--- config.mk ---
export PLATFORM = sky130hd
export DESIGN_NAME = player_action_decoder_flat
export DESIGN_NICKNAME = d
export VERILOG_FILES = /design/src/rtl/player_action_decoder_if.sv /design/src/rtl/player_action_decoder.sv /design/src/flat_wrapper.sv
export SDC_FILE = /design/constraint.sdc
export NUM_CORES = 1
export LEC_CHECK = 0
export CAP_MARGIN = 10
export CORE_MARGIN = 4
export CORE_UTILIZATION = 62
export CTS_CLUSTER_SIZE = 16
export DETAILED_ROUTE_END_ITERATION = 10
export PLACE_DENSITY = 0.8
export SLEW_MARGIN = 30
export SYNTH_ARGS = -nofsm -noshare
export SYNTH_HDL_FRONTEND = slang
export SYNTH_SLANG_ARGS = --single-unit
--- constraint.sdc ---
create_clock -name clk -period 3.8 [get_ports clk]
set_input_delay 1.14 -clock clk [delete_from_list [all_inputs] [get_ports clk]]
set_output_delay 1.14 -clock clk [all_outputs]
set_load 0.01 [all_outputs]
--- src/rtl/player_action_decoder_if.sv ---
// ---------------------------------------------------------------------------
// player_action_decoder_if
// Bundles the button levels and command outputs of the player action decoder.
//   enable                               game active
//   p1_left / p1_right / p1_attack       player 1 debounced button levels
//   p2_left / p2_right / p2_attack       player 2 debounced button levels
//   p1_move_left / p1_move_right         player 1 one-cycle step pulses
//   p1_attack_pulse / p1_attack_ready    player 1 attack command / readiness
//   p2_move_left / p2_move_right         player 2 one-cycle step pulses
//   p2_attack_pulse / p2_attack_ready    player 2 attack command / readiness
// The master modport drives buttons and enable; the slave (decoder) drives
// the commands.
// ---------------------------------------------------------------------------
interface player_action_decoder_if;
    logic enable;
    logic p1_left;
    logic p1_right;
    logic p1_attack;
    logic p2_left;
    logic p2_right;
    logic p2_attack;
    logic p1_move_left;
    logic p1_move_right;
    logic p1_attack_pulse;
    logic p1_attack_ready;
    logic p2_move_left;
    logic p2_move_right;
    logic p2_attack_pulse;
    logic p2_attack_ready;

    modport master (
        output enable,
        output p1_left, p1_right, p1_attack,
        output p2_left, p2_right, p2_attack,
        input  p1_move_left, p1_move_right, p1_attack_pulse, p1_attack_ready,
        input  p2_move_left, p2_move_right, p2_attack_pulse, p2_attack_ready
    );

    modport slave (
        input  enable,
        input  p1_left, p1_right, p1_attack,
        input  p2_left, p2_right, p2_attack,
        output p1_move_left, p1_move_right, p1_attack_pulse, p1_attack_ready,
        output p2_move_left, p2_move_right, p2_attack_pulse, p2_attack_ready
    );
endinterface

--- src/rtl/player_action_decoder.sv ---
// ---------------------------------------------------------------------------
// player_action_decoder
// Turns debounced button levels of two players into one-cycle game commands.
// Move buttons step once on press, then auto-repeat while held; attack
// buttons fire once per press, rate-limited by a cooldown.
//   clk      system clock
//   reset_n  asynchronous active-low reset
//   bus      player_action_decoder_if.slave (enable, buttons in, commands out)
// PlayerChannel holds the complete logic of one player; two copies are
// instantiated with no shared state.
// ---------------------------------------------------------------------------
module PlayerChannel #(
    parameter int REPEAT_DELAY    = 8,
    parameter int REPEAT_PERIOD   = 4,
    parameter int ATTACK_COOLDOWN = 10,
    parameter int CNT_W           = 24
) (
    input  logic clk,
    input  logic reset_n,
    input  logic i_enable,
    input  logic i_left,
    input  logic i_right,
    input  logic i_attack,
    output logic o_moveLeft,
    output logic o_moveRight,
    output logic o_attackPulse,
    output logic o_attackReady
);
    typedef enum logic [1:0] {DIR_NONE = 2'd0, DIR_LEFT = 2'd1, DIR_RIGHT = 2'd2} dir_t;
    typedef enum logic [1:0] {IDLE = 2'd0, DELAY = 2'd1, REPEAT = 2'd2} moveState_t;

    localparam logic [CNT_W-1:0] DELAY_LOAD  = CNT_W'(REPEAT_DELAY - 1);
    localparam logic [CNT_W-1:0] PERIOD_LOAD = CNT_W'(REPEAT_PERIOD - 1);
    localparam logic [CNT_W-1:0] COOL_LOAD   = CNT_W'(ATTACK_COOLDOWN);

    dir_t             w_dir;
    dir_t             r_prevDir;
    moveState_t       r_state;
    logic [CNT_W-1:0] r_moveCnt;
    logic [CNT_W-1:0] r_coolCnt;
    logic [CNT_W-1:0] w_coolNext;
    logic             r_prevAttack;
    logic             w_accept;
    logic             r_moveLeft;
    logic             r_moveRight;
    logic             r_attackPulse;
    logic             r_attackReady;

    // Both buttons held cancel each other out.
    always_comb begin
        w_dir = DIR_NONE;
        if (i_left && !i_right) begin
            w_dir = DIR_LEFT;
        end else if (i_right && !i_left) begin
            w_dir = DIR_RIGHT;
        end
    end

    // Move FSM: a new direction always restarts the sequence; a held
    // direction pulses each time the counter has run down to zero.
    always_ff @(posedge clk or negedge reset_n) begin
        if (!reset_n) begin
            r_state     <= IDLE;
            r_prevDir   <= DIR_NONE;
            r_moveCnt   <= '0;
            r_moveLeft  <= 1'b0;
            r_moveRight <= 1'b0;
        end else begin
            r_prevDir   <= w_dir;
            r_moveLeft  <= 1'b0;
            r_moveRight <= 1'b0;
            if (!i_enable || w_dir == DIR_NONE) begin
                r_state <= IDLE;
            end else if (w_dir != r_prevDir) begin
                r_moveLeft  <= (w_dir == DIR_LEFT);
                r_moveRight <= (w_dir == DIR_RIGHT);
                r_moveCnt   <= DELAY_LOAD;
                r_state     <= DELAY;
            end else begin
                case (r_state)
                    DELAY, REPEAT: begin
                        if (r_moveCnt == '0) begin
                            r_moveLeft  <= (w_dir == DIR_LEFT);
                            r_moveRight <= (w_dir == DIR_RIGHT);
                            r_moveCnt   <= PERIOD_LOAD;
                            r_state     <= REPEAT;
                        end else begin
                            r_moveCnt <= r_moveCnt - CNT_W'(1);
                        end
                    end
                    default: r_state <= IDLE;
                endcase
            end
        end
    end

    // A press is only accepted on a rising edge with the cooldown expired;
    // edges during cooldown are simply lost.
    assign w_accept = i_enable & i_attack & ~r_prevAttack & (r_coolCnt == '0);

    always_comb begin
        w_coolNext = r_coolCnt;
        if (w_accept) begin
            w_coolNext = COOL_LOAD;
        end else if (r_coolCnt != '0) begin
            w_coolNext = r_coolCnt - CNT_W'(1);
        end
    end

    // Ready is registered from the next cooldown value so it rises in the
    // same cycle the cooldown reaches zero.
    always_ff @(posedge clk or negedge reset_n) begin
        if (!reset_n) begin
            r_prevAttack  <= 1'b0;
            r_coolCnt     <= '0;
            r_attackPulse <= 1'b0;
            r_attackReady <= 1'b0;
        end else begin
            r_prevAttack  <= i_attack;
            r_coolCnt     <= w_coolNext;
            r_attackPulse <= w_accept;
            r_attackReady <= i_enable & (w_coolNext == '0);
        end
    end

    assign o_moveLeft    = r_moveLeft;
    assign o_moveRight   = r_moveRight;
    assign o_attackPulse = r_attackPulse;
    assign o_attackReady = r_attackReady;
endmodule

module player_action_decoder #(
    parameter int REPEAT_DELAY    = 8,
    parameter int REPEAT_PERIOD   = 4,
    parameter int ATTACK_COOLDOWN = 10,
    parameter int CNT_W           = 24
) (
    input logic                    clk,
    input logic                    reset_n,
    player_action_decoder_if.slave bus
);
    PlayerChannel #(
        .REPEAT_DELAY(REPEAT_DELAY), .REPEAT_PERIOD(REPEAT_PERIOD),
        .ATTACK_COOLDOWN(ATTACK_COOLDOWN), .CNT_W(CNT_W)
    ) u_player1 (
        .clk(clk), .reset_n(reset_n), .i_enable(bus.enable),
        .i_left(bus.p1_left), .i_right(bus.p1_right), .i_attack(bus.p1_attack),
        .o_moveLeft(bus.p1_move_left), .o_moveRight(bus.p1_move_right),
        .o_attackPulse(bus.p1_attack_pulse), .o_attackReady(bus.p1_attack_ready)
    );

    PlayerChannel #(
        .REPEAT_DELAY(REPEAT_DELAY), .REPEAT_PERIOD(REPEAT_PERIOD),
        .ATTACK_COOLDOWN(ATTACK_COOLDOWN), .CNT_W(CNT_W)
    ) u_player2 (
        .clk(clk), .reset_n(reset_n), .i_enable(bus.enable),
        .i_left(bus.p2_left), .i_right(bus.p2_right), .i_attack(bus.p2_attack),
        .o_moveLeft(bus.p2_move_left), .o_moveRight(bus.p2_move_right),
        .o_attackPulse(bus.p2_attack_pulse), .o_attackReady(bus.p2_attack_ready)
    );
endmodule

--- src/flat_wrapper.sv ---
// flat-port wrapper written by rule: the top's interface ports become plain ports
module player_action_decoder_flat 
#(
    parameter int REPEAT_DELAY    = 8,
    parameter int REPEAT_PERIOD   = 4,
    parameter int ATTACK_COOLDOWN = 10,
    parameter int CNT_W           = 24
)
  (clk, reset_n, bus_enable, bus_p1_left, bus_p1_right, bus_p1_attack, bus_p2_left, bus_p2_right, bus_p2_attack, bus_p1_move_left, bus_p1_move_right, bus_p1_attack_pulse, bus_p1_attack_ready, bus_p2_move_left, bus_p2_move_right, bus_p2_attack_pulse, bus_p2_attack_ready);
  player_action_decoder_if bus_i ();
  input logic clk;
  input logic reset_n;
  input wire logic [$bits(bus_i.enable)-1:0] bus_enable;
  input wire logic [$bits(bus_i.p1_left)-1:0] bus_p1_left;
  input wire logic [$bits(bus_i.p1_right)-1:0] bus_p1_right;
  input wire logic [$bits(bus_i.p1_attack)-1:0] bus_p1_attack;
  input wire logic [$bits(bus_i.p2_left)-1:0] bus_p2_left;
  input wire logic [$bits(bus_i.p2_right)-1:0] bus_p2_right;
  input wire logic [$bits(bus_i.p2_attack)-1:0] bus_p2_attack;
  output wire logic [$bits(bus_i.p1_move_left)-1:0] bus_p1_move_left;
  output wire logic [$bits(bus_i.p1_move_right)-1:0] bus_p1_move_right;
  output wire logic [$bits(bus_i.p1_attack_pulse)-1:0] bus_p1_attack_pulse;
  output wire logic [$bits(bus_i.p1_attack_ready)-1:0] bus_p1_attack_ready;
  output wire logic [$bits(bus_i.p2_move_left)-1:0] bus_p2_move_left;
  output wire logic [$bits(bus_i.p2_move_right)-1:0] bus_p2_move_right;
  output wire logic [$bits(bus_i.p2_attack_pulse)-1:0] bus_p2_attack_pulse;
  output wire logic [$bits(bus_i.p2_attack_ready)-1:0] bus_p2_attack_ready;
  assign bus_i.enable = bus_enable;
  assign bus_i.p1_left = bus_p1_left;
  assign bus_i.p1_right = bus_p1_right;
  assign bus_i.p1_attack = bus_p1_attack;
  assign bus_i.p2_left = bus_p2_left;
  assign bus_i.p2_right = bus_p2_right;
  assign bus_i.p2_attack = bus_p2_attack;
  assign bus_p1_move_left = bus_i.p1_move_left;
  assign bus_p1_move_right = bus_i.p1_move_right;
  assign bus_p1_attack_pulse = bus_i.p1_attack_pulse;
  assign bus_p1_attack_ready = bus_i.p1_attack_ready;
  assign bus_p2_move_left = bus_i.p2_move_left;
  assign bus_p2_move_right = bus_i.p2_move_right;
  assign bus_p2_attack_pulse = bus_i.p2_attack_pulse;
  assign bus_p2_attack_ready = bus_i.p2_attack_ready;
  player_action_decoder #(.REPEAT_DELAY(REPEAT_DELAY), .REPEAT_PERIOD(REPEAT_PERIOD), .ATTACK_COOLDOWN(ATTACK_COOLDOWN), .CNT_W(CNT_W)) u_core (.clk(clk), .reset_n(reset_n), .bus(bus_i));
endmodule
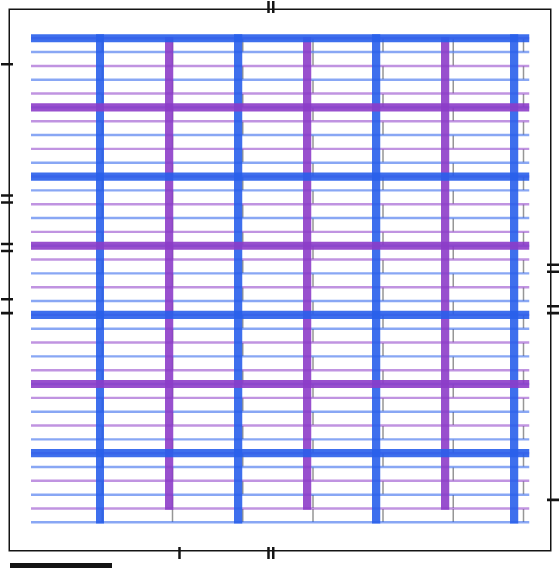
**Above:** power grid.
Bar = 20 um. Pins as bars on the die edge. Tap cells in gray.
color	net
blue	VSS
purple	VDD
met5 straps	7
rows	35
tap cells	129

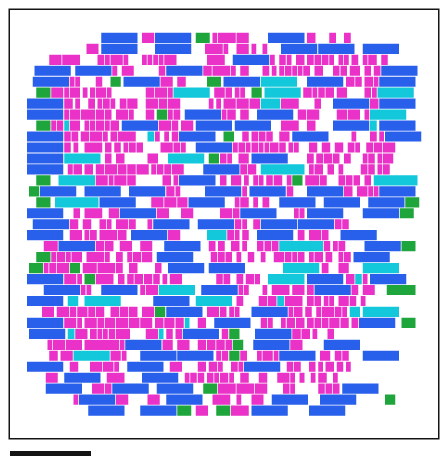
**Above:** placed cells, one color a class.
Bar = 20 um.
color	class	cells
cyan	clock drivers and dummy loads	32
blue	flip-flops	114
green	other buffers and delay cells	30
magenta	all other logic	516

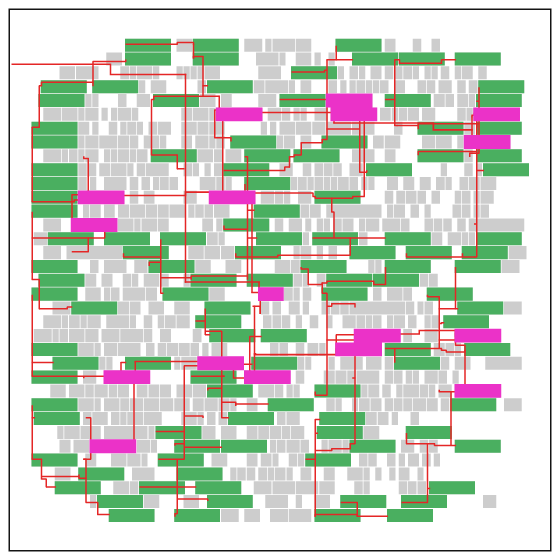
**Above:** clock network drawn from the DEF.
[magenta] cells driving clock nets | count: 17
[green] flip-flops | count: 114
[red] clock wires | length: 1480 um
routed clock nets	18

==> impl_metrics.yaml <==
# physical design summary
run_status:
  status: "finished clean"
worst_setup_path:
  worst-setup-path-type: "register to register"
  worstPathArrival_ns: 3.79
  critPathCapture: "u_core.u_player2.o_attackReady"
  r2r_start: "u_core.u_player2.r_coolCnt[4]"
  rr_endpoint: "u_core.u_player2.o_attackReady"
  cp_max_fo: 10
  crit_path_start_kind: "register"
  critPathTopFamily: "simple AND/OR/NAND/NOR gates"
  crit_buf_inv: 0
  critPathCaptureType: "register"
  cp.depth: 7
  r2r_slack_ns: 0.45
  rr_worst_depth: 7
  crit_path_top_delay_cell: "nor4_1"
  cp-startpoint: "u_core.u_player2.r_coolCnt[4]"
  required_ns: 4.25
final_timing:
  setup_violations: 0
  fin_crit_sh_pct: 88.0
  min_period_ns: 3.35
  worst_pin_slew_ns: 0.900
  slew_viol_final: 0
  fmax_ghz: 0.299
  timing.setup.tns_ns: 0
  fin_skew_ns: 0.00887
  worst_slack_ns: 0.455
  max-slew-margin-rel_pct: 39.4
drt:
  drc: 0
  m1WireLength_um: 5630
  met2WireLength_um: 6530
  dr.first_iter.drc_count: 213
  num_vias: 4935
  drtPass1Iterations: 5
  topRoutingLayerUsed: "met4"
  ant_nets: 0
cells_and_area:
  layout_top_cell: "dfrtp_1"
  seq-cell-share_pct: 41.1
  buffers_excl_clock: 30
  nMultiInputCombCells: 496
  combGateArea_um2: 2980
  post-route-util_pct: 74.5
  final_cell_count_no_fill: 821
  clock_buffers: 21
  area_delta_synth_final_pct: 16.2
  flop_area_um2: 2850
  comb-cell-share_pct: 42.9
  num-fill-cells: 658
  dominant_cells: "logic gates"
  final_area_um2: 6950
  flops: 114
  buf_share_pct: 3.96
  clkCellAreaFrac_pct: 8.63
  diodes: 0
  drive_above_1_share_pct: 8.96
grt:
  grt_pass1_vias: 4751
  grt_pass1_wl_um: 22600
  grt_overflow: 0
  grt_use_met2_pct: 40.2
  grt_max_degree: 84
  grt_use_met3_pct: 6.50
  antenna_found_initial: 0
  gr-usage-all-layers_pct: 24.8
  grt-busiest-layer: "met2"
floorplan:
  rows: 35
  design.portCount: 17
  die_y_um: 106
  chipArea_um2: 11300
  taps: 129
  dieWidth_um: 106
  initial_core_util_pct: 64.1
  core-area_um2: 9330
synth:
  synth_cells: 648
  edf_count: 0
  synth_cell_types: 51
  yosys.area.top_type: "dfrtp_1"
  ys_area_um2: 5980
  mux_share_pct: 0.335
  ys_sh_adder_pct: 3.35
  xor_share_pct: 6.59
  ys_ff: 114
  most_common_cell: "dfrtp_1"
  logic_family: "simple AND/OR/NAND/NOR gates"
  area_leaders: "dfrtp_1, o21ai_0, nor2_1, nand2_1, xnor2_1"
  syn_area_um2: 5980
  syn-num-nets: 673
  flop_cell: "dfrtp_1"
  avgSynthCellArea_um2: 9.23
  common_cells: "dfrtp_1, o21ai_0, nor2_1"
  synth_top_area_share_pct: 47.7
  synth_seq_share_pct: 47.7
worst_hold_path:
  hold_start: "u_core.u_player2.r_prevAttack"
  hp-class: "register to register"
  hold_depth: 1
  worstHoldEndpoint: "u_core.u_player2.o_attackPulse"
place:
  place_hpwl_um: 8600
  dpl_cell_area_um2: 6350
  pre_cts_ws_ns: 0.232
  portBuffers: 16
  routabilityCongestion: 0.860
pwr:
  p_sw_w: 0.00127
  p_int_w: 0.00287
  clock_power_share_pct: 39.0
  comb_power_share_pct: 20.0
  power_w: 0.00414
  p_sw_share_pct: 30.7
  power_leakage_nw: 3.10
  comb_cell_power_w: 0.000830
  p_clk_w: 0.00162
  irDropWorstVdd_mv: 0.504
  power_leader: "registers"
  pwr-share-seq_pct: 41.0
  seq-power_w: 0.00170
cts:
  path_clk_slew_ns: 0.06
  post_cts_buffers: 0
  cts_buffers: 17
  clock_latency_ns: 0.52
  cts_hold_buffers: 0
  ctsRootBufferMaster: "clkbuf_8"
job:
  tool_warnings: 36
Power is estimated from default activity; no workload was simulated.
